### src/rtl/regfile_wb_scoreboard.sv
// Register-file writeback arbiter with RAW/WAW scoreboard and long-latency throttle.
// Latency: selected write reaches rf_* one cycle later; stall is combinational.
// Backpressure: stall holds decode; lu_ready drops while the 2-entry long-unit FIFO is full.
//
// Ports:
//   clock, reset                        system clock, synchronous active-high reset
//   issue_* / stall                     decode handshake, stall means "not accepted"
//   wb_valid/wb_addr/wb_data            in-order writeback, always wins the write port
//   lu_valid/lu_addr/lu_data, lu_ready  long-latency writeback into a 2-entry FIFO
//   rf_we/rf_waddr/rf_wdata             registered register-file write port
//   long_outstanding                    accepted long ops not yet popped (0..4)

// Small synchronous FIFO, two entries. Caller never pushes when full or pops when empty.
// Latency: head is valid the cycle after a push into an empty FIFO.
// Backpressure: level is exposed so the owner derives ready/empty itself.
module sync_fifo2 #(
   parameter int W = 37
) (
   input  logic         clock,
   input  logic         reset,
   input  logic         push,
   input  logic [W-1:0] push_dat,
   input  logic         pop,
   output logic [W-1:0] head_dat,
   output logic [1:0]   level
);
   logic [W-1:0] mem [2];
   logic         wr_ptr;
   logic         rd_ptr;

   always_ff @(posedge clock) begin
      if (push) mem[wr_ptr] <= push_dat;
   end

   always_ff @(posedge clock) begin
      if (reset) begin
         wr_ptr <= 1'b0;
         rd_ptr <= 1'b0;
         level  <= 2'd0;
      end else begin
         if (push) wr_ptr <= ~wr_ptr;
         if (pop)  rd_ptr <= ~rd_ptr;
         case ({push, pop})
            2'b10:   level <= level + 2'd1;
            2'b01:   level <= level - 2'd1;
            default: level <= level;
         endcase
      end
   end

   assign head_dat = mem[rd_ptr];
endmodule

module regfile_wb_scoreboard (
   input  logic        clock,
   input  logic        reset,
   input  logic        issue_valid,
   input  logic [4:0]  issue_rs,
   input  logic [4:0]  issue_rt,
   input  logic        issue_use_rs,
   input  logic        issue_use_rt,
   input  logic [4:0]  issue_dest,
   input  logic        issue_long,
   output logic        stall,
   input  logic        wb_valid,
   input  logic [4:0]  wb_addr,
   input  logic [31:0] wb_data,
   input  logic        lu_valid,
   input  logic [4:0]  lu_addr,
   input  logic [31:0] lu_data,
   output logic        lu_ready,
   output logic        rf_we,
   output logic [4:0]  rf_waddr,
   output logic [31:0] rf_wdata,
   output logic [2:0]  long_outstanding
);
   typedef enum logic {NORMAL = 1'b0, THROTTLE = 1'b1} state_t;

   state_t      state;
   logic [31:0] pend;
   logic [2:0]  starve_cnt;

   logic [1:0]  fifo_level;
   logic [1:0]  fifo_level_next;
   logic [36:0] fifo_head;
   logic        fifo_full;
   logic        fifo_empty;
   logic        push;
   logic        pop;

   logic        sel_vld;
   logic [4:0]  sel_addr;
   logic [31:0] sel_data;
   logic        throttle;
   logic        accept;
   logic [31:0] set_mask;
   logic [31:0] clr_mask;

   sync_fifo2 #(.W(37)) u_lu_fifo (
      .clock    (clock),
      .reset    (reset),
      .push     (push),
      .push_dat ({lu_addr, lu_data}),
      .pop      (pop),
      .head_dat (fifo_head),
      .level    (fifo_level)
   );

   assign fifo_full       = (fifo_level == 2'd2);
   assign fifo_empty      = (fifo_level == 2'd0);
   assign lu_ready        = ~fifo_full;
   assign push            = lu_valid & lu_ready;
   assign pop             = ~wb_valid & ~fifo_empty;
   assign fifo_level_next = fifo_level + {1'b0, push} - {1'b0, pop};

   // Fixed priority: in-order writeback first, FIFO head otherwise.
   always_comb begin
      sel_vld  = 1'b0;
      sel_addr = 5'd0;
      sel_data = 32'd0;
      if (wb_valid) begin
         sel_vld  = 1'b1;
         sel_addr = wb_addr;
         sel_data = wb_data;
      end else if (pop) begin
         sel_vld  = 1'b1;
         sel_addr = fifo_head[36:32];
         sel_data = fifo_head[31:0];
      end
   end

   // The counter raises throttle in the same cycle it saturates; the FSM keeps
   // it raised until the FIFO has drained.
   assign throttle = (starve_cnt == 3'd4) | (state == THROTTLE);

   // Hazards use the pre-edge bitmap, so a register being written this cycle still stalls.
   assign stall = issue_valid & ((issue_use_rs & pend[issue_rs]) |
                                 (issue_use_rt & pend[issue_rt]) |
                                 ((issue_dest != 5'd0) & pend[issue_dest]) |
                                 (issue_long & (long_outstanding == 3'd4)) |
                                 throttle);
   assign accept = issue_valid & ~stall;

   assign set_mask = (accept && issue_dest != 5'd0) ? (32'd1 << issue_dest) : 32'd0;
   assign clr_mask = (sel_vld && sel_addr != 5'd0) ? (32'd1 << sel_addr) : 32'd0;

   always_ff @(posedge clock) begin
      if (reset) begin
         pend             <= 32'd0;
         long_outstanding <= 3'd0;
         starve_cnt       <= 3'd0;
         state            <= NORMAL;
         rf_we            <= 1'b0;
         rf_waddr         <= 5'd0;
         rf_wdata         <= 32'd0;
      end else begin
         // A new producer of the same register wins over a clear on the same edge.
         pend <= ((pend & ~clr_mask) | set_mask) & ~32'd1;

         rf_we    <= sel_vld & (sel_addr != 5'd0);
         rf_waddr <= sel_addr;
         rf_wdata <= sel_data;

         case ({accept & issue_long, pop})
            2'b10:   long_outstanding <= long_outstanding + 3'd1;
            2'b01:   long_outstanding <= (long_outstanding != 3'd0) ? long_outstanding - 3'd1
                                                                   : long_outstanding;
            default: long_outstanding <= long_outstanding;
         endcase

         if (pop)
            starve_cnt <= 3'd0;
         else if (fifo_full && wb_valid)
            starve_cnt <= (starve_cnt == 3'd4) ? starve_cnt : starve_cnt + 3'd1;
         else
            starve_cnt <= 3'd0;

         if (state == NORMAL) begin
            if (starve_cnt == 3'd4) state <= THROTTLE;
         end else begin
            if (fifo_level_next == 2'd0) state <= NORMAL;
         end
      end
   end
endmodule
### config.mk
export PLATFORM = sky130hd
export DESIGN_NAME = regfile_wb_scoreboard
export DESIGN_NICKNAME = d
export VERILOG_FILES = /design/src/rtl/regfile_wb_scoreboard.sv
export SDC_FILE = /design/constraint.sdc
export NUM_CORES = 1
export LEC_CHECK = 0
export CORE_MARGIN = 2
export CORE_UTILIZATION = 35
export CTS_CLUSTER_SIZE = 28
export DETAILED_ROUTE_END_ITERATION = 10
export GPL_TIMING_DRIVEN = 0
export MAX_ROUTING_LAYER = met4
export PLACE_DENSITY = 0.57
export REMOVE_ABC_BUFFERS = 1
export SKIP_LAST_GASP = 1
export SLEW_MARGIN = 10
export SYNTH_ARGS = -nofsm -noshare
export SYNTH_HDL_FRONTEND = slang
export SYNTH_HIERARCHICAL = 1
export SYNTH_SLANG_ARGS = --single-unit
### constraint.sdc
create_clock -name clock -period 4.2 [get_ports clock]
set_input_delay 0.84 -clock clock [delete_from_list [all_inputs] [get_ports clock]]
set_output_delay 0.84 -clock clock [all_outputs]
set_load 0.1 [all_outputs]
==> run summary <==
run metrics: run status=finished clean, mean instance size in the synthesized netlist=12.5 µm², GRT Residual Overflow=0, number of DRC violations after detailed routing=0, synthesized flop and latch total=155, layout overhead on the synthesized area=33.3%, number of CTS-inserted buffers=17, category of the worst setup path launch point=input pin, DIE HEIGHT=between 100 and 150 µm, post-layout utilization of the core=47.1%, count of library flops with an enable pin=~74, cell types with the highest counts after synthesis=sky130_fd_sc_hd__dfxtp_1, sky130_fd_sc_hd__edfxtp_1, sky130_fd_sc_hd__mux2_2, cell with the most instances after synthesis=sky130_fd_sc_hd__dfxtp_1, ao+oa area frac=between 10% and 20%, portion of total power attributed to sequential cells=38.5%, H-tree depth=4, sum of negative setup slack=0 ns, cell area after layout=9110 µm², post-synthesis async set-or-reset flop share=0%, number of standard cells after synthesis=546, post-route worst setup slack=0.131 ns, post-synthesis adder-cell area fraction=1.21%, yosys warns=6, portion of the post-synthesis area used by sequential elements=56.2%, global placer's final weighted congestion=0.919, leading area contributor after synthesis=sky130_fd_sc_hd__edfxtp_1, combined area of all synthesized cells=a little under 7000 µm², maximum number of pins on one net before global-route repair=33, horizontal die dimension=about 140 µm, floorplan-stage core utilization=35.4%, Max-Slew Margin vs Limit=32.4%, synthesized-area fraction occupied by xor and xnor cells=1.02%, combinational-cell power consumption=1490 µW
-- routing by layer --
| metal | share of wire (%) | up-vias |
|---|---|---|
| met3 | 7.8 | 30 |
| met1 | 43 | 2470 |
| met2 | 47 | 194 |
| met4 | 2.1 | 0 |
| li1 | - | 2355 |
| met5 | 0 | - |
-- placed cells by master, fill, tap and decap left out, types with 8 or more instances in the layout --
| cell type | n |
|---|---|
| sky130_fd_sc_hd__nor2_1 | 22 |
| sky130_fd_sc_hd__nand2_1 | 24 |
| sky130_fd_sc_hd__o211ai_1 | 19 |
| sky130_fd_sc_hd__o21ai_0 | 31 |
| sky130_fd_sc_hd__clkbuf_16 | 17 |
| sky130_fd_sc_hd__dfxtp_1 | 80 |
| sky130_fd_sc_hd__a22o_1 | 36 |
| sky130_fd_sc_hd__edfxtp_1 | 74 |
| sky130_fd_sc_hd__mux4_2 | 13 |
| sky130_fd_sc_hd__nand2b_1 | 8 |
| sky130_fd_sc_hd__nand3_1 | 11 |
| sky130_fd_sc_hd__mux2_2 | 43 |
| sky130_fd_sc_hd__nand4_1 | 13 |
| sky130_fd_sc_hd__a21oi_1 | 20 |
| sky130_fd_sc_hd__clkdlybuf4s50_1 | 129 |
| sky130_fd_sc_hd__inv_1 | 14 |
-- worst paths after layout --
check	startpoint	endpoint	slack [ns]	cells after the start
worst min register to register	state$_SDFF_PP0_	state$_SDFF_PP0_	0.47	1
worst min-delay path	state$_SDFF_PP0_	state$_SDFF_PP0_	0.47	1
worst max register to register	starve_cnt[0]$_SDFFE_PP0N_	long_outstanding[1]$_SDFFE_PP0P_	0.52	12
worst max-delay path	issue_dest[0]	long_outstanding[1]$_SDFFE_PP0P_	0.13	12
-- registers in the layout (all words and copies together) (netlist names), named ones only --
name	cells
u_lu_fifo/wr_ptr	1
rf_waddr	5
pend	31
u_lu_fifo/level	2
starve_cnt	3
state	1
long_outstanding	3
rf_we	1
rf_wdata	32
u_lu_fifo/rd_ptr	1
u_lu_fifo/mem	74
-- what timing repair did --
| action | in CTS | in global routing |
|---|---|---|
| hold buffers | 0 | 0 |
| gates resized | 21 | 5 |
| cloned | 0 | 0 |
| endpoints found under the setup margin | 18 | 1 |
| buffers inserted | 1 | 0 |
-- worst max-delay path, stage by stage --
cell	delay [ns]
sky130_fd_sc_hd__clkdlybuf4s15_2	0.39
sky130_fd_sc_hd__mux4_1	0.64
sky130_fd_sc_hd__a22oi_1	0.16
sky130_fd_sc_hd__a21oi_1	0.11
sky130_fd_sc_hd__or4_4	0.48
sky130_fd_sc_hd__nor4b_4	0.36
sky130_fd_sc_hd__nor2_1	0.10
sky130_fd_sc_hd__inv_1	0.08
sky130_fd_sc_hd__fa_1	0.41
sky130_fd_sc_hd__nor2_1	0.15
sky130_fd_sc_hd__or4b_2	0.59
sky130_fd_sc_hd__o211ai_1	0.10
-- logic make-up (layout without fill, tap and decap cells) --
family                     Yosys count  count (layout)
AOI/OAI and AO/OA                  138             138
DFF                                155             155
other                                0               1
adders and majority gates            6               6
and+or+nand+nor                    119             119
muxes                               67              67
xor gates and xnor gates             8               8
buffers and inverters               53             190
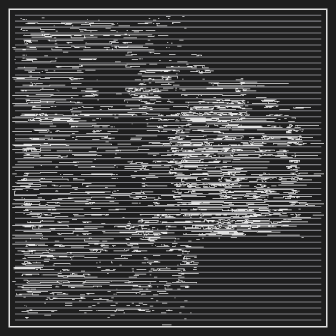
Figure 1: metal 1.
Supply wires on this layer in grey.
share of all routed wire	43%
wire length on this layer	7750 µm
nets with wire on the layer	705
longest straight run	46.5 µm
met1 global-route usage: 22.8%
Total Routed Length: 17.9 mm
via count of the routed design: 5049

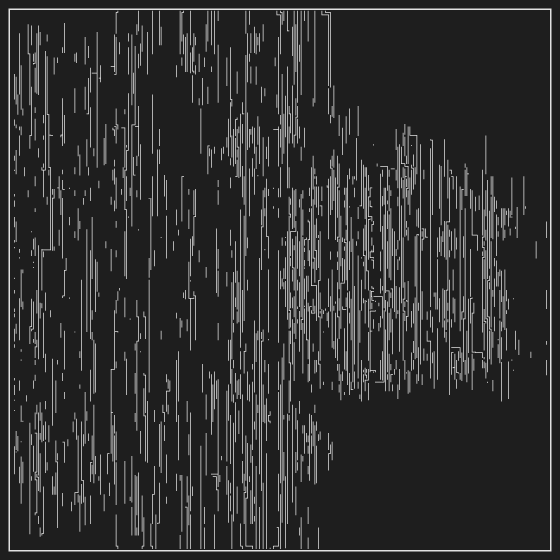
Figure 2: met2 routing.
main direction	vertical
nets with wire on the layer	678
wire length on this layer	8380 µm
share of all routed wire	47%
longest straight run	58.5 µm
met2 usage: 27.7%

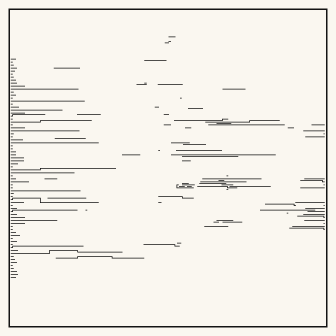
Figure 3: signal wires on met3.
wire length on this layer	1400 µm
main direction	horizontal
share of all routed wire	7.8%
longest straight run	47.4 µm
nets with wire on the layer	129
met3 demand-to-capacity share in global routing: 5.53%

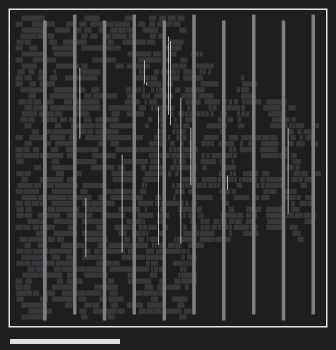
Figure 4: the metal 4 layer.
Scale bar: 50 µm. Supply wires on this layer in grey. Cells faint in the background.
nets with wire on the layer	9
wire length on this layer	386 µm

Power is estimated from default activity; no workload was simulated.
